### src/rtl/core_lsu_if.sv
// core_lsu bus bundle: core request, dmem request/response and writeback.
// slave is the LSU view; master is the core/dmem/testbench view.
interface core_lsu_if #(
  parameter int data_width_p = 32,
  parameter int addr_width_p = 32,
  parameter int rd_width_p   = 5
);
  logic                      req_valid_i;
  logic                      req_ready_o;
  logic                      req_wen_i;
  logic [1:0]                req_size_i;
  logic                      req_signed_i;
  logic [addr_width_p-1:0]   req_addr_i;
  logic [data_width_p-1:0]   req_wdata_i;
  logic [rd_width_p-1:0]     req_rd_i;
  logic                      mem_valid_o;
  logic                      mem_yumi_i;
  logic                      mem_wen_o;
  logic [data_width_p/8-1:0] mem_be_o;
  logic [addr_width_p-1:0]   mem_addr_o;
  logic [data_width_p-1:0]   mem_wdata_o;
  logic                      mem_rvalid_i;
  logic [data_width_p-1:0]   mem_rdata_i;
  logic                      mem_ryumi_o;
  logic                      wb_valid_o;
  logic [rd_width_p-1:0]     wb_rd_o;
  logic [data_width_p-1:0]   wb_data_o;
  logic                      wb_yumi_i;
  logic                      busy_o;
  logic                      exception_o;

  modport slave (
    input  req_valid_i, req_wen_i, req_size_i, req_signed_i,
    input  req_addr_i, req_wdata_i, req_rd_i,
    output req_ready_o,
    output mem_valid_o, mem_wen_o, mem_be_o, mem_addr_o, mem_wdata_o,
    input  mem_yumi_i, mem_rvalid_i, mem_rdata_i,
    output mem_ryumi_o,
    output wb_valid_o, wb_rd_o, wb_data_o,
    input  wb_yumi_i,
    output busy_o, exception_o
  );

  modport master (
    output req_valid_i, req_wen_i, req_size_i, req_signed_i,
    output req_addr_i, req_wdata_i, req_rd_i,
    input  req_ready_o,
    input  mem_valid_o, mem_wen_o, mem_be_o, mem_addr_o, mem_wdata_o,
    output mem_yumi_i, mem_rvalid_i, mem_rdata_i,
    input  mem_ryumi_o,
    input  wb_valid_o, wb_rd_o, wb_data_o,
    output wb_yumi_i,
    input  busy_o, exception_o
  );
endinterface

### src/rtl/core_lsu.sv
// Load/store unit: multi-outstanding, in-order, sized and sign-extended.
// CORE_LSU_STATS_EN adds stall_cycles_o, a saturating stall counter.
module core_lsu #(
  parameter int data_width_p  = 32,
  parameter int addr_width_p  = 32,
  parameter int outstanding_p = 2,
  parameter int rd_width_p    = 5
) (
  input logic clk,
  input logic reset,
  core_lsu_if.slave bus
`ifdef CORE_LSU_STATS_EN
  ,
  output logic [31:0] stall_cycles_o
`endif
);

  localparam int byte_w = data_width_p / 8;
  localparam int off_w  = $clog2(byte_w);
  localparam int ptr_w  = (outstanding_p > 1) ? $clog2(outstanding_p) : 1;
  localparam int cnt_w  = $clog2(outstanding_p + 1);

  typedef struct packed {
    logic                  wen;
    logic [1:0]            size;
    logic                  sgn;
    logic [off_w-1:0]      off;
    logic [rd_width_p-1:0] rd;
  } trk_t;

  trk_t fifo_q [outstanding_p];

  logic [ptr_w-1:0] wr_ptr_q, wr_ptr_d;
  logic [ptr_w-1:0] rd_ptr_q, rd_ptr_d;
  logic [cnt_w-1:0] count_q, count_d;

  logic                    iss_valid_q, iss_valid_d;
  logic                    iss_wen_q, iss_wen_d;
  logic [byte_w-1:0]       iss_be_q, iss_be_d;
  logic [addr_width_p-1:0] iss_addr_q, iss_addr_d;
  logic [data_width_p-1:0] iss_wdata_q, iss_wdata_d;

  logic                    wb_valid_q, wb_valid_d;
  logic [rd_width_p-1:0]   wb_rd_q, wb_rd_d;
  logic [data_width_p-1:0] wb_data_q, wb_data_d;

  logic exc_q, exc_d;

  logic              req_ready;
  logic              accept;
  logic              push;
  logic              mis;
  logic [off_w-1:0]  req_off;
  logic [byte_w-1:0] smask;
  trk_t              head;
  logic              pop;
  logic              sbit;
  logic [data_width_p-1:0] sh;
  logic [data_width_p-1:0] ext;

  function automatic logic [ptr_w-1:0] nxt(input logic [ptr_w-1:0] p);
    return (p == ptr_w'(outstanding_p - 1)) ? '0 : p + 1'b1;
  endfunction

  assign req_off = bus.req_addr_i[off_w-1:0];

  // Misaligned requests are swallowed: accepted, never tracked or issued.
  always_comb begin
    mis = 1'b0;
    unique case (bus.req_size_i)
      2'b01:   mis = bus.req_addr_i[0];
      2'b10:   mis = |bus.req_addr_i[1:0];
      2'b11:   mis = (data_width_p == 32) || (|bus.req_addr_i[2:0]);
      default: mis = 1'b0;
    endcase
  end

  always_comb begin
    smask = '0;
    for (int i = 0; i < byte_w; i++) begin
      smask[i] = (i < (1 << bus.req_size_i));
    end
  end

  assign req_ready = ~exc_q
                   & (count_q < cnt_w'(outstanding_p))
                   & (~iss_valid_q | bus.mem_yumi_i);
  assign accept = bus.req_valid_i & req_ready;
  assign push   = accept & ~mis;

  assign head = fifo_q[rd_ptr_q];
  assign pop  = (count_q != '0) & bus.mem_rvalid_i
              & (head.wen | ~wb_valid_q | bus.wb_yumi_i);

  assign sh = bus.mem_rdata_i >> {head.off, 3'b000};

  always_comb begin
    sbit = 1'b0;
    unique case (head.size)
      2'b00:   sbit = sh[7];
      2'b01:   sbit = sh[15];
      2'b10:   sbit = sh[31];
      default: sbit = sh[data_width_p-1];
    endcase
  end

  always_comb begin
    ext = '0;
    for (int i = 0; i < data_width_p; i++) begin
      ext[i] = (i < (8 << head.size)) ? sh[i] : (head.sgn & sbit);
    end
  end

  always_comb begin
    iss_valid_d = iss_valid_q;
    iss_wen_d   = iss_wen_q;
    iss_be_d    = iss_be_q;
    iss_addr_d  = iss_addr_q;
    iss_wdata_d = iss_wdata_q;
    if (push) begin
      iss_valid_d = 1'b1;
      iss_wen_d   = bus.req_wen_i;
      iss_be_d    = smask << req_off;
      iss_addr_d  = {bus.req_addr_i[addr_width_p-1:off_w], {off_w{1'b0}}};
      iss_wdata_d = bus.req_wdata_i << {req_off, 3'b000};
    end else if (bus.mem_yumi_i) begin
      iss_valid_d = 1'b0;
    end
  end

  always_comb begin
    wb_valid_d = wb_valid_q;
    wb_rd_d    = wb_rd_q;
    wb_data_d  = wb_data_q;
    if (pop & ~head.wen) begin
      wb_valid_d = 1'b1;
      wb_rd_d    = head.rd;
      wb_data_d  = ext;
    end else if (bus.wb_yumi_i) begin
      wb_valid_d = 1'b0;
    end
  end

  always_comb begin
    wr_ptr_d = push ? nxt(wr_ptr_q) : wr_ptr_q;
    rd_ptr_d = pop ? nxt(rd_ptr_q) : rd_ptr_q;
    count_d  = count_q + cnt_w'(push) - cnt_w'(pop);
    exc_d    = exc_q | (accept & mis);
  end

  always_ff @(posedge clk) begin
    if (reset) begin
      wr_ptr_q    <= '0;
      rd_ptr_q    <= '0;
      count_q     <= '0;
      iss_valid_q <= 1'b0;
      iss_wen_q   <= 1'b0;
      iss_be_q    <= '0;
      iss_addr_q  <= '0;
      iss_wdata_q <= '0;
      wb_valid_q  <= 1'b0;
      wb_rd_q     <= '0;
      wb_data_q   <= '0;
      exc_q       <= 1'b0;
    end else begin
      wr_ptr_q    <= wr_ptr_d;
      rd_ptr_q    <= rd_ptr_d;
      count_q     <= count_d;
      iss_valid_q <= iss_valid_d;
      iss_wen_q   <= iss_wen_d;
      iss_be_q    <= iss_be_d;
      iss_addr_q  <= iss_addr_d;
      iss_wdata_q <= iss_wdata_d;
      wb_valid_q  <= wb_valid_d;
      wb_rd_q     <= wb_rd_d;
      wb_data_q   <= wb_data_d;
      exc_q       <= exc_d;
    end
  end

  // Entry payload needs no reset; occupancy is governed by count_q.
  always_ff @(posedge clk) begin
    if (push) begin
      fifo_q[wr_ptr_q] <= '{wen:  bus.req_wen_i,
                            size: bus.req_size_i,
                            sgn:  bus.req_signed_i,
                            off:  req_off,
                            rd:   bus.req_rd_i};
    end
  end

  assign bus.req_ready_o = req_ready;
  assign bus.mem_valid_o = iss_valid_q;
  assign bus.mem_wen_o   = iss_wen_q;
  assign bus.mem_be_o    = iss_be_q;
  assign bus.mem_addr_o  = iss_addr_q;
  assign bus.mem_wdata_o = iss_wdata_q;
  assign bus.mem_ryumi_o = pop;
  assign bus.wb_valid_o  = wb_valid_q;
  assign bus.wb_rd_o     = wb_rd_q;
  assign bus.wb_data_o   = wb_data_q;
  assign bus.busy_o      = (count_q != '0) | wb_valid_q;
  assign bus.exception_o = exc_q;

`ifdef CORE_LSU_STATS_EN
  logic [31:0] stall_q, stall_d;

  always_comb begin
    stall_d = stall_q;
    if (bus.req_valid_i & ~req_ready & ~&stall_q) begin
      stall_d = stall_q + 32'd1;
    end
  end

  always_ff @(posedge clk) begin
    if (reset) begin
      stall_q <= '0;
    end else begin
      stall_q <= stall_d;
    end
  end

  assign stall_cycles_o = stall_q;
`endif

endmodule

### src/flat_wrapper.sv
// flat-port wrapper written by rule: the top's interface ports become plain ports
module core_lsu_flat 
#(
  parameter int data_width_p  = 32,
  parameter int addr_width_p  = 32,
  parameter int outstanding_p = 2,
  parameter int rd_width_p    = 5
)
  (clk, reset, bus_req_valid_i, bus_req_wen_i, bus_req_size_i, bus_req_signed_i, bus_req_addr_i, bus_req_wdata_i, bus_req_rd_i, bus_req_ready_o, bus_mem_valid_o, bus_mem_wen_o, bus_mem_be_o, bus_mem_addr_o, bus_mem_wdata_o, bus_mem_yumi_i, bus_mem_rvalid_i, bus_mem_rdata_i, bus_mem_ryumi_o, bus_wb_valid_o, bus_wb_rd_o, bus_wb_data_o, bus_wb_yumi_i, bus_busy_o, bus_exception_o);
  core_lsu_if #(.data_width_p(data_width_p), .addr_width_p(addr_width_p), .rd_width_p(rd_width_p)) bus_i ();
  input logic clk;
  input logic reset;
  input wire logic [$bits(bus_i.req_valid_i)-1:0] bus_req_valid_i;
  input wire logic [$bits(bus_i.req_wen_i)-1:0] bus_req_wen_i;
  input wire logic [$bits(bus_i.req_size_i)-1:0] bus_req_size_i;
  input wire logic [$bits(bus_i.req_signed_i)-1:0] bus_req_signed_i;
  input wire logic [$bits(bus_i.req_addr_i)-1:0] bus_req_addr_i;
  input wire logic [$bits(bus_i.req_wdata_i)-1:0] bus_req_wdata_i;
  input wire logic [$bits(bus_i.req_rd_i)-1:0] bus_req_rd_i;
  output wire logic [$bits(bus_i.req_ready_o)-1:0] bus_req_ready_o;
  output wire logic [$bits(bus_i.mem_valid_o)-1:0] bus_mem_valid_o;
  output wire logic [$bits(bus_i.mem_wen_o)-1:0] bus_mem_wen_o;
  output wire logic [$bits(bus_i.mem_be_o)-1:0] bus_mem_be_o;
  output wire logic [$bits(bus_i.mem_addr_o)-1:0] bus_mem_addr_o;
  output wire logic [$bits(bus_i.mem_wdata_o)-1:0] bus_mem_wdata_o;
  input wire logic [$bits(bus_i.mem_yumi_i)-1:0] bus_mem_yumi_i;
  input wire logic [$bits(bus_i.mem_rvalid_i)-1:0] bus_mem_rvalid_i;
  input wire logic [$bits(bus_i.mem_rdata_i)-1:0] bus_mem_rdata_i;
  output wire logic [$bits(bus_i.mem_ryumi_o)-1:0] bus_mem_ryumi_o;
  output wire logic [$bits(bus_i.wb_valid_o)-1:0] bus_wb_valid_o;
  output wire logic [$bits(bus_i.wb_rd_o)-1:0] bus_wb_rd_o;
  output wire logic [$bits(bus_i.wb_data_o)-1:0] bus_wb_data_o;
  input wire logic [$bits(bus_i.wb_yumi_i)-1:0] bus_wb_yumi_i;
  output wire logic [$bits(bus_i.busy_o)-1:0] bus_busy_o;
  output wire logic [$bits(bus_i.exception_o)-1:0] bus_exception_o;
  assign bus_i.req_valid_i = bus_req_valid_i;
  assign bus_i.req_wen_i = bus_req_wen_i;
  assign bus_i.req_size_i = bus_req_size_i;
  assign bus_i.req_signed_i = bus_req_signed_i;
  assign bus_i.req_addr_i = bus_req_addr_i;
  assign bus_i.req_wdata_i = bus_req_wdata_i;
  assign bus_i.req_rd_i = bus_req_rd_i;
  assign bus_req_ready_o = bus_i.req_ready_o;
  assign bus_mem_valid_o = bus_i.mem_valid_o;
  assign bus_mem_wen_o = bus_i.mem_wen_o;
  assign bus_mem_be_o = bus_i.mem_be_o;
  assign bus_mem_addr_o = bus_i.mem_addr_o;
  assign bus_mem_wdata_o = bus_i.mem_wdata_o;
  assign bus_i.mem_yumi_i = bus_mem_yumi_i;
  assign bus_i.mem_rvalid_i = bus_mem_rvalid_i;
  assign bus_i.mem_rdata_i = bus_mem_rdata_i;
  assign bus_mem_ryumi_o = bus_i.mem_ryumi_o;
  assign bus_wb_valid_o = bus_i.wb_valid_o;
  assign bus_wb_rd_o = bus_i.wb_rd_o;
  assign bus_wb_data_o = bus_i.wb_data_o;
  assign bus_i.wb_yumi_i = bus_wb_yumi_i;
  assign bus_busy_o = bus_i.busy_o;
  assign bus_exception_o = bus_i.exception_o;
  core_lsu #(.data_width_p(data_width_p), .addr_width_p(addr_width_p), .outstanding_p(outstanding_p), .rd_width_p(rd_width_p)) u_core (.clk(clk), .reset(reset), .bus(bus_i));
endmodule
### config.mk
export PLATFORM = sky130hd
export DESIGN_NAME = core_lsu_flat
export DESIGN_NICKNAME = d
export VERILOG_FILES = /design/src/rtl/core_lsu_if.sv /design/src/rtl/core_lsu.sv /design/src/flat_wrapper.sv
export SDC_FILE = /design/constraint.sdc
export NUM_CORES = 1
export LEC_CHECK = 0
export ABC_AREA = 1
export CAP_MARGIN = 10
export CORE_AREA = 2 2 124 126
export DETAILED_ROUTE_END_ITERATION = 10
export DIE_AREA = 0 0 126 128
export MAX_ROUTING_LAYER = met4
export PLACE_DENSITY = 0.81
export SLEW_MARGIN = 30
export SYNTH_ARGS = -nofsm -noshare
export SYNTH_HDL_FRONTEND = slang
export SYNTH_SLANG_ARGS = --single-unit
### constraint.sdc
create_clock -name clk -period 2.9 [get_ports clk]
set_input_delay 0.87 -clock clk [delete_from_list [all_inputs] [get_ports clk]]
set_output_delay 0.87 -clock clk [all_outputs]
set_load 0.1 [all_outputs]
==> impl_metrics.json <==
{
  "outcome": "completed",
  "max_freq_mhz": 357,
  "setup_viol": 0,
  "tns_ns": 0,
  "hpwl_um": 12600,
  "async_reset_ff_frac": 0,
  "dieArea_mm2": 0.0161,
  "cts_tree": "yes",
  "synth_chip_area_mm2": 0.00585,
  "lay_top_count": "o21ai_0",
  "hold_ws_ns": 0.468,
  "hold_path_end": "u_core.bus.mem_be_o[0]",
  "synth_area_per_cell_um2": 7.83,
  "mappedNetlistArea_mm2": 0.00585,
  "r2r_end": "u_core.bus.wb_data_o[31]",
  "drv_cap": 0,
  "tightest_slew_ns": 0.509,
  "path_max_fanout": 4,
  "ios": 223,
  "slew_headroom": 0.660,
  "viasPerCell": 5.17,
  "coreArea_mm2": 0.0149,
  "grt_max_degree": 98,
  "cp.required_ns": 2.03,
  "ff_type": "dfxtp_1",
  "die_w_um": 126,
  "min_from": "u_core.bus.mem_be_o[0]",
  "cts-root-buf": "clkbuf_16",
  "portBuffers": 220,
  "post_cts_buffers": 0,
  "finalClockSkew_ns": 0.0183,
  "yosysSeqAreaShare": 0.496,
  "ys_types": 34,
  "syn_inst": 747,
  "hold_viol_final": 0,
  "layout-drive-gt1-share": 0.198
}
registers in the layout (all words and copies together) (netlist names), named ones only:
name,flops
u_core.bus.exception_o,1
u_core.bus.mem_addr_o,30
u_core.bus.mem_be_o,4
u_core.bus.mem_valid_o,1
u_core.bus.mem_wdata_o,32
u_core.bus.mem_wen_o,1
u_core.bus.wb_data_o,32
u_core.bus.wb_rd_o,5
u_core.bus.wb_valid_o,1
u_core.count_q,2
u_core.fifo_q,22
u_core.rd_ptr_q,1
u_core.wr_ptr_q,1
how the worst max path moves through the flow:
stage | cells after the start | end | from | slack (ns)
after floorplan | 8 | u_core.fifo_q[0][0] | bus_mem_yumi_i | 0.007
after global placement | 10 | u_core.bus.mem_wdata_o[26] | bus_mem_yumi_i | 0.11
after detailed placement | 9 | u_core.bus.mem_wdata_o[31] | bus_req_size_i[1] | 0.08
after CTS | 6 | bus_mem_ryumi_o | bus_mem_rvalid_i | 0.09
after global routing | 6 | bus_mem_ryumi_o | bus_mem_rvalid_i | 0.03
final | 6 | bus_mem_ryumi_o | bus_mem_rvalid_i | 0.1
area by class of cell:
type | count | area [um^2]
fillers | 1348 | 6250
multi-input cells | 522 | 2600
repair buffers | 237 | 2130
flip-flops and latches | 134 | 2900
clock inverters | 11 | 120
well taps | 188 | 235
clock buffers | 21 | 482
inverters | 39 | 146
Yosys cell counts (2+ instances only):
library cell and count:
inv_2 4, o211ai_1 5, a21oi_2 10, a31oi_1 25, edfxtp_1 22, nand2_1 124
buf_1 2, buf_4 2, o21ai_2 2, mux2i_1 6, clkbuf_1 32, o211a_1 8
nand3_1 30, a21oi_1 49, nor2_1 108, dfxtp_1 112, nand3_2 2, buf_2 14
buf_6 3, o21a_1 6, o21ai_0 129, inv_1 34, nand2_2 5, o22ai_1 3
metal layers:
layer / vias up / track usage / part of all wire
met5: - / - / 0
met4: 0 / 0.0659 / 0.012
met3: 13 / 0.0772 / 0.089
met2: 243 / 0.387 / 0.49
met1: 2772 / 0.263 / 0.40
li1: 2926 / - / -
cell families after synthesis:
group / synth area share
other: 0.000641
XOR/XNOR: 0.00150
adder cells (fa/ha/maj): 0.00214
flip-flops: 0.496
AND-OR/OR-AND: 0.233
multiplexers: 0.0103
buffers and inverters: 0.0672
AND/OR/NAND/NOR: 0.189
worst max-delay path, stage by stage:
cell	delay, ns
clkdlybuf4s50_1	0.45
inv_1	0.04
nor2_1	0.13
nand2_1	0.11
inv_1	0.14
buf_12	0.19
power by group:
part | leakage, nW | switching [mW] | internal, mW
clock | 0.299 | 0.797 | 1.36
combinational | 2.40 | 3.15 | 0.920
sequential | 1.12 | 0.176 | 2.21
per-stage QoR:
stage / area [um^2] / power (mW) / setup WS [ns] / utilization
2_1_floorplan: 5900 / 5.52 / 0.00684 / -
3_3_place_gp: 8010 / 6.45 / 0.113 / 0.539
3_5_place_dp: 8010 / 6.49 / 0.0798 / 0.539
4_1_cts: 8610 / 8.67 / 0.0937 / 0.579
5_1_grt: 8610 / 8.98 / 0.0333 / 0.579
6_report: 8610 / 8.62 / 0.0980 / 0.579
Metal 1:
Bar = 50 um. Supply wires on this layer in gray.
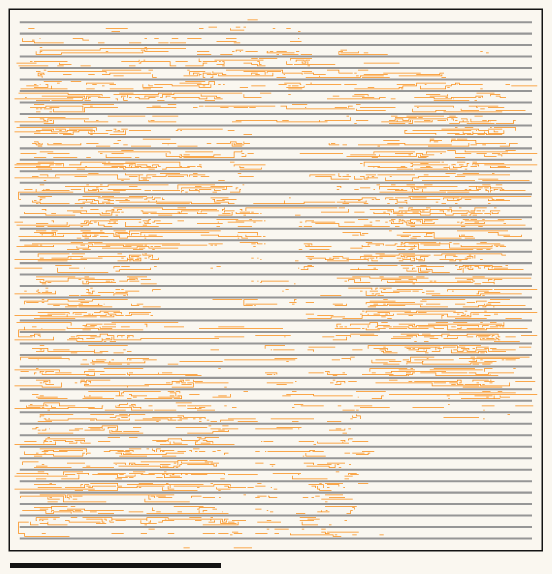
share of all routed wire: 40%
nets with wire on the layer: 922
wire length on this layer: 7,370 um
main direction: horizontal
routing usage on met1: 0.263
via count: 5,954

M2 wires:
Bar = 50 um.
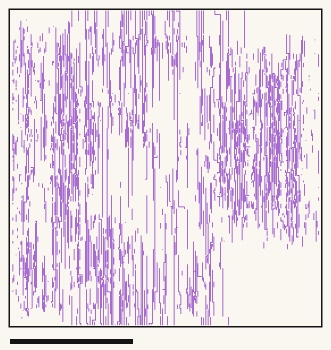
share of all routed wire: 49%
longest straight run: 56.4 um
wire length on this layer: 9,020 um
main direction: vertical

Signal wires on met3:
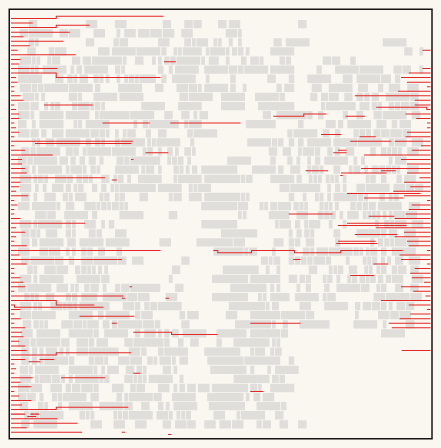
share of all routed wire: 8.9%
wire length on this layer: 1,620 um
total routed wirelength: 18,200 um
met3 usage: 0.0772

No activity file was given, so power comes from the tool's default toggle rates.
